met1.png
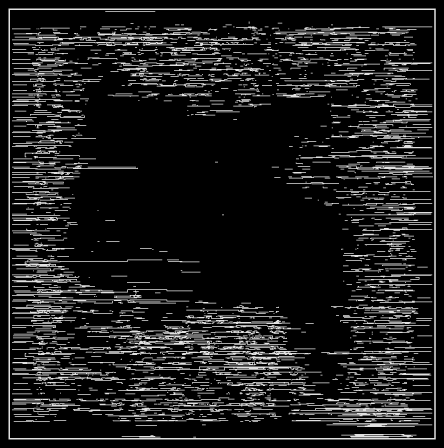
met2.png
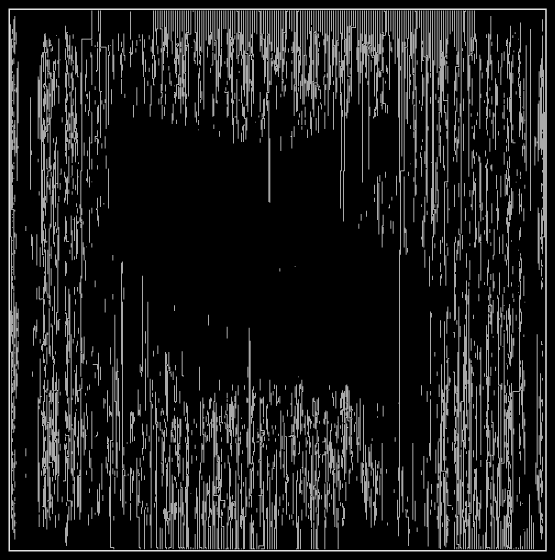
met3.png
Bar = 50 um.
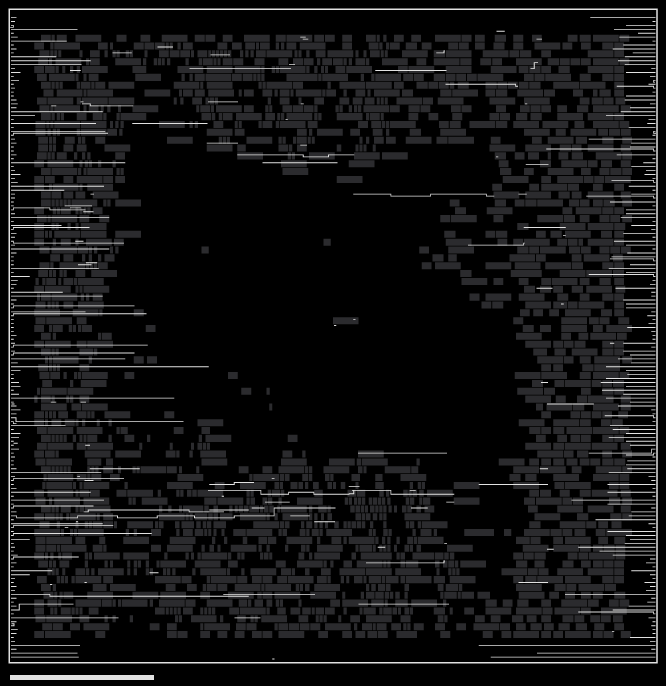
met4.png
Bar = 50 um.
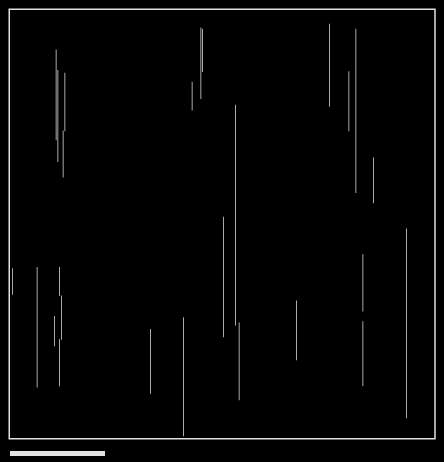
final_congestion.png
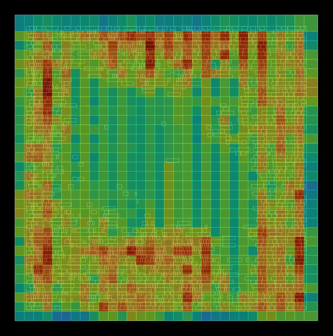
**src/rtl/int_to_int_pkg.sv**
```systemverilog
// Shared definitions for the INT-to-INT conversion array initiator side:
// micro-instruction layout, vector width and issuer FSM states.
package int_to_int_pkg;

  localparam int UI_W          = 7;
  localparam int VEC_W         = 128;

  localparam int UI_VLD        = 6;
  localparam int UI_SRC_PREC   = 5;
  localparam int UI_DST_PREC   = 4;
  localparam int UI_SRC_SIGNED = 3;
  localparam int UI_DST_SIGNED = 2;
  localparam int UI_SRC_POS    = 1;
  localparam int UI_DST_POS    = 0;

  typedef enum logic [1:0] {
    IDLE  = 2'd0,
    READ  = 2'd1,
    DRAIN = 2'd2,
    DONE  = 2'd3
  } state_t;

endpackage

```
**src/rtl/int_to_int_issuer.sv**
```systemverilog
// Command sequencer: streams register-file vectors into the INT-to-INT array
// and writes the array's results back, one vector per cycle.
module int_to_int_issuer
  import int_to_int_pkg::*;
#(
  parameter int AW = 6
) (
  input  logic                clk,
  input  logic                rst,
  input  logic                cmd_valid,
  output logic                cmd_ready,
  input  logic [5:0]          cmd_ctrl,
  input  logic [AW-1:0]       cmd_src_addr,
  input  logic [AW-1:0]       cmd_dst_addr,
  input  logic [7:0]          cmd_len,
  output logic                rd_en,
  output logic [AW-1:0]       rd_addr,
  input  logic [VEC_W-1:0]    rd_data,
  output logic [VEC_W-1:0]    dvr_inttoint_s_out,
  output logic [UI_W-1:0]     cru_inttoint_issue,
  input  logic [VEC_W-1:0]    dr_inttoint_d_in,
  input  logic [UI_W-1:0]     cru_inttoint_ret,
  output logic                wr_en,
  output logic [AW-1:0]       wr_addr,
  output logic [VEC_W-1:0]    wr_data,
  output logic                busy,
  output logic                done,
  output logic                err
);

  state_t             state;
  logic [5:0]         ctrl_q;
  logic [AW-1:0]      src_q;
  logic [AW-1:0]      dst_q;
  logic [7:0]         len_q;
  logic [7:0]         rd_cnt;
  logic [7:0]         wr_cnt;

  logic               vld_p0;
  logic [VEC_W-1:0]   s_out_p1;
  logic [UI_W-1:0]    issue_p1;
  logic               wr_en_p2;
  logic [AW-1:0]      wr_addr_p2;
  logic [VEC_W-1:0]   wr_data_p2;

  logic               wb_fire;
  logic               echo_bad;

  assign cmd_ready = (state == IDLE);
  assign busy      = (state != IDLE);
  assign done      = (state == DONE);
  assign rd_en     = (state == READ);
  assign rd_addr   = src_q + AW'(rd_cnt);

  // Returns outside an active command are stray and must not write or flag.
  assign wb_fire  = cru_inttoint_ret[UI_VLD] && ((state == READ) || (state == DRAIN));
  assign echo_bad = (cru_inttoint_ret[UI_VLD-1:0] != ctrl_q);

  assign dvr_inttoint_s_out = s_out_p1;
  assign cru_inttoint_issue = issue_p1;
  assign wr_en              = wr_en_p2;
  assign wr_addr            = wr_addr_p2;
  assign wr_data            = wr_data_p2;

  always_ff @(posedge clk or posedge rst) begin
    if (rst) begin
      state      <= IDLE;
      ctrl_q     <= '0;
      src_q      <= '0;
      dst_q      <= '0;
      len_q      <= '0;
      rd_cnt     <= '0;
      wr_cnt     <= '0;
      err        <= 1'b0;
      vld_p0     <= 1'b0;
      s_out_p1   <= '0;
      issue_p1   <= '0;
      wr_en_p2   <= 1'b0;
      wr_addr_p2 <= '0;
      wr_data_p2 <= '0;
    end else begin
      // p0: read strobe delayed to line up with rd_data
      vld_p0 <= rd_en;

      // p1: issue stage toward the array
      if (vld_p0) begin
        s_out_p1 <= rd_data;
        issue_p1 <= {1'b1, ctrl_q};
      end else begin
        issue_p1 <= {1'b0, ctrl_q};
      end

      // p2: write-back of array results
      wr_en_p2 <= wb_fire;
      if (wb_fire) begin
        wr_addr_p2 <= dst_q + AW'(wr_cnt);
        wr_data_p2 <= dr_inttoint_d_in;
        wr_cnt     <= wr_cnt + 8'd1;
        if (echo_bad) begin
          err <= 1'b1;
        end
      end

      case (state)
        IDLE: begin
          if (cmd_valid) begin
            ctrl_q <= cmd_ctrl;
            src_q  <= cmd_src_addr;
            dst_q  <= cmd_dst_addr;
            len_q  <= cmd_len;
            rd_cnt <= '0;
            wr_cnt <= '0;
            err    <= 1'b0;
            state  <= (cmd_len == 8'd0) ? DONE : READ;
          end
        end
        READ: begin
          rd_cnt <= rd_cnt + 8'd1;
          if (rd_cnt == len_q - 8'd1) begin
            state <= DRAIN;
          end
        end
        DRAIN: begin
          // wr_cnt has already advanced past the index just written
          if (wr_en_p2 && (wr_cnt == len_q)) begin
            state <= DONE;
          end
        end
        DONE: begin
          state <= IDLE;
        end
        default: begin
          state <= IDLE;
        end
      endcase
    end
  end

endmodule
```
**config.mk**
```make
export PLATFORM = sky130hd
export DESIGN_NAME = int_to_int_issuer
export DESIGN_NICKNAME = d
export VERILOG_FILES = /design/src/rtl/int_to_int_pkg.sv /design/src/rtl/int_to_int_issuer.sv
export SDC_FILE = /design/constraint.sdc
export NUM_CORES = 1
export LEC_CHECK = 0
export ABC_AREA = 1
export CAP_MARGIN = 20
export CORE_AREA = 8 8 216 218
export CTS_CLUSTER_SIZE = 30
export DETAILED_ROUTE_END_ITERATION = 12
export DIE_AREA = 0 0 224 226
export HOLD_SLACK_MARGIN = 0.02
export MAX_ROUTING_LAYER = met4
export PLACE_DENSITY = 0.7
export SETUP_SLACK_MARGIN = 0.02
export SKIP_LAST_GASP = 1
export SLEW_MARGIN = 20
export SYNTH_ARGS = -nofsm -noshare
export SYNTH_HDL_FRONTEND = slang
export SYNTH_SLANG_ARGS = --single-unit
```
**constraint.sdc**
```tcl
create_clock -name clk -period 29.4 [get_ports clk]
set_input_delay 4.41 -clock clk [delete_from_list [all_inputs] [get_ports clk]]
set_output_delay 4.41 -clock clk [all_outputs]
set_load 0.02 [all_outputs]
```
==> job_summary.md <==
### Flow metrics

| Metric | Value |
|---|---|
| Static Leak | `9.20 nW` |
| Clock distribution power | `0.470 mW` |
| Simple share | `18.0%` |
| Synth Warn # | `0` |
| H-tree Lvls | `2` |
| Crit end category | `primary output` |
| Non-clock buffer count | `578` |
| Dpl hpwl | `34.5 mm` |
| Hold Crit Depth | `0` |
| Port Buffers | `572` |
| Post-CTS sizing | `0` |
| Grt ovf | `0` |
| DRT iter0 DRCs | `608` |
| Reg2reg path depth | `7` |
| Reg area | `7910 um^2` |
| Die area | `50600 um^2` |
| Max Slew Vio Count | `0` |
| Multi-In Gates | `794` |
| Global-route wire length before repair | `66.1 mm` |
| Worst setup path endpoint | `rd_addr[4]` |
| OpenROAD warnings | `31` |
| Vias in the first global route | `11000` |
| Area leader, netlist | `dfrtp_1` |
| Final worst slack | `22250 ps` |
| Worst hold endpoint | `cru_inttoint_issue[0]` |
| Outcome | `complete, no violations` |
| Number of CTS-inserted buffers | `38` |
| Adder-Cell Fraction of Synth Area | `1.99%` |
| Tot GR Track Use | `17.4%` |
| Synth Cell Area | `12700 um^2` |
| Tap Count | `592` |
| EDFF count, synth | `0` |
| Post-synthesis compound-gate area fraction | `2.02%` |
| Final-layout clock buffer total | `50` |
| Vias per std cell | `4.41` |
| DR pass1 iterations | `5` |
| Post-synthesis cell count | `1200` |
| GRT Max-Usage Layer | `met2` |
| Nets | `2080` |
| Biggest area cells | `dfrtp_1 (62%), nand2_1 (15%), mux2_2 (11%), ha_1 (1.7%), inv_1 (1.1%)` |
| Int Power | `1.48 mW` |
| Routed wl met3 | `4.23 mm` |
| Fmax | `140 MHz` |
| Cell Type Count | `33` |
| Seq pwr share | `32.3%` |
| Top pwr grp | `combinational cells` |
| Core Box Area | `43500 um^2` |
| Post-Synth XOR/XNOR Area | `1.45%` |
| Clk_skew | `12.5 ps` |
| Hold path startpoint | `ctrl_q[0]` |
| Starting Density | `29.2%` |
| Maximum clock path buffer count | `3` |
| Startpoint types | `flop` |
| Top cell excl fill/tap | `clkdlybuf4s50_1` |
| Sequential share of cell area | `39.0%` |
| Leading cell kind | `flip-flops and latches` |
| CP Max Fanout | `5` |
| Slew HR | `28.4%` |
| RR Startpoint | `state[0]` |
| Fillers | `4003` |
| Period utilization | `24.3%` |
| CTS tree | `yes` |
| Post-synth regs | `316` |
| Maxcap violations | `0` |
| Number of nets with antenna violations after routing | `0` |
| HP Class | `flop to flop` |
| CP arrival | `2740 ps` |
| Tot Pwr | `2.41 mW` |
| Seq pwr | `0.778 mW` |
| Rows | `77` |
| DR top layer | `met4` |
| Pin count of the biggest net entering global routing | `126` |
| Place WS | `21940 ps` |
| # diodes | `6` |
| CTS root buf | `clkbuf_16` |
| CP Cell Sequence | `ha_1 -> inv_1 -> fa_1 -> o21ai_0 -> xor2_1 -> clkdlybuf4s50_1` |
| Hold Vio Cnt, Final | `0` |
| Clk cell area share | `6.21%` |
| Yosys Chip Area | `12700 um^2` |
| Setup TNS | `0 ps` |
| Yosys cell count | `1200` |
| Inst Count DP | `2321` |
| Critical Path Start | `rd_cnt[0]` |
| Comb pwr share | `48.3%` |
| Fin cells | `2394` |
| Count leader, synth | `nand2_1` |
| Power per cell area | `119 nW/um^2` |
| Sw Share | `38.6%` |
| Crit path buf inv count | `2` |
| Clk pwr share | `19.5%` |
| Most frequent cells after synthesis | `nand2_1 (503), dfrtp_1 (316), mux2_2 (128)` |
Notes on met1.png above:
The layer holds 39% of the routed length. 1886 nets have wire on it. The wires run mostly horizontal. The layer carries 17600 um of wire. The longest straight run is 75.4 um.
M1 GR Usage: 19.2%
WL final: 44.9 mm
via count: 10600

Notes on met2.png above:
The wires run mostly vertical. The layer carries 22.0 mm of wire. 1773 nets have wire on it. The longest straight run is 112 um. The layer holds 49% of the routed length.
met2 Use GR: 28.8%

Notes on met3.png above:
367 nets have wire on it. The layer carries 4230 um of wire.

Notes on met4.png above:
18 nets have wire on it. The layer holds 2.4% of the routed length. The wires run mostly vertical.

Notes on final_congestion.png above:
routed len/inst: 18.8 um
fin util: 46.7%
grt met3 use: 6.91%

Power is estimated from default activity; no workload was simulated.
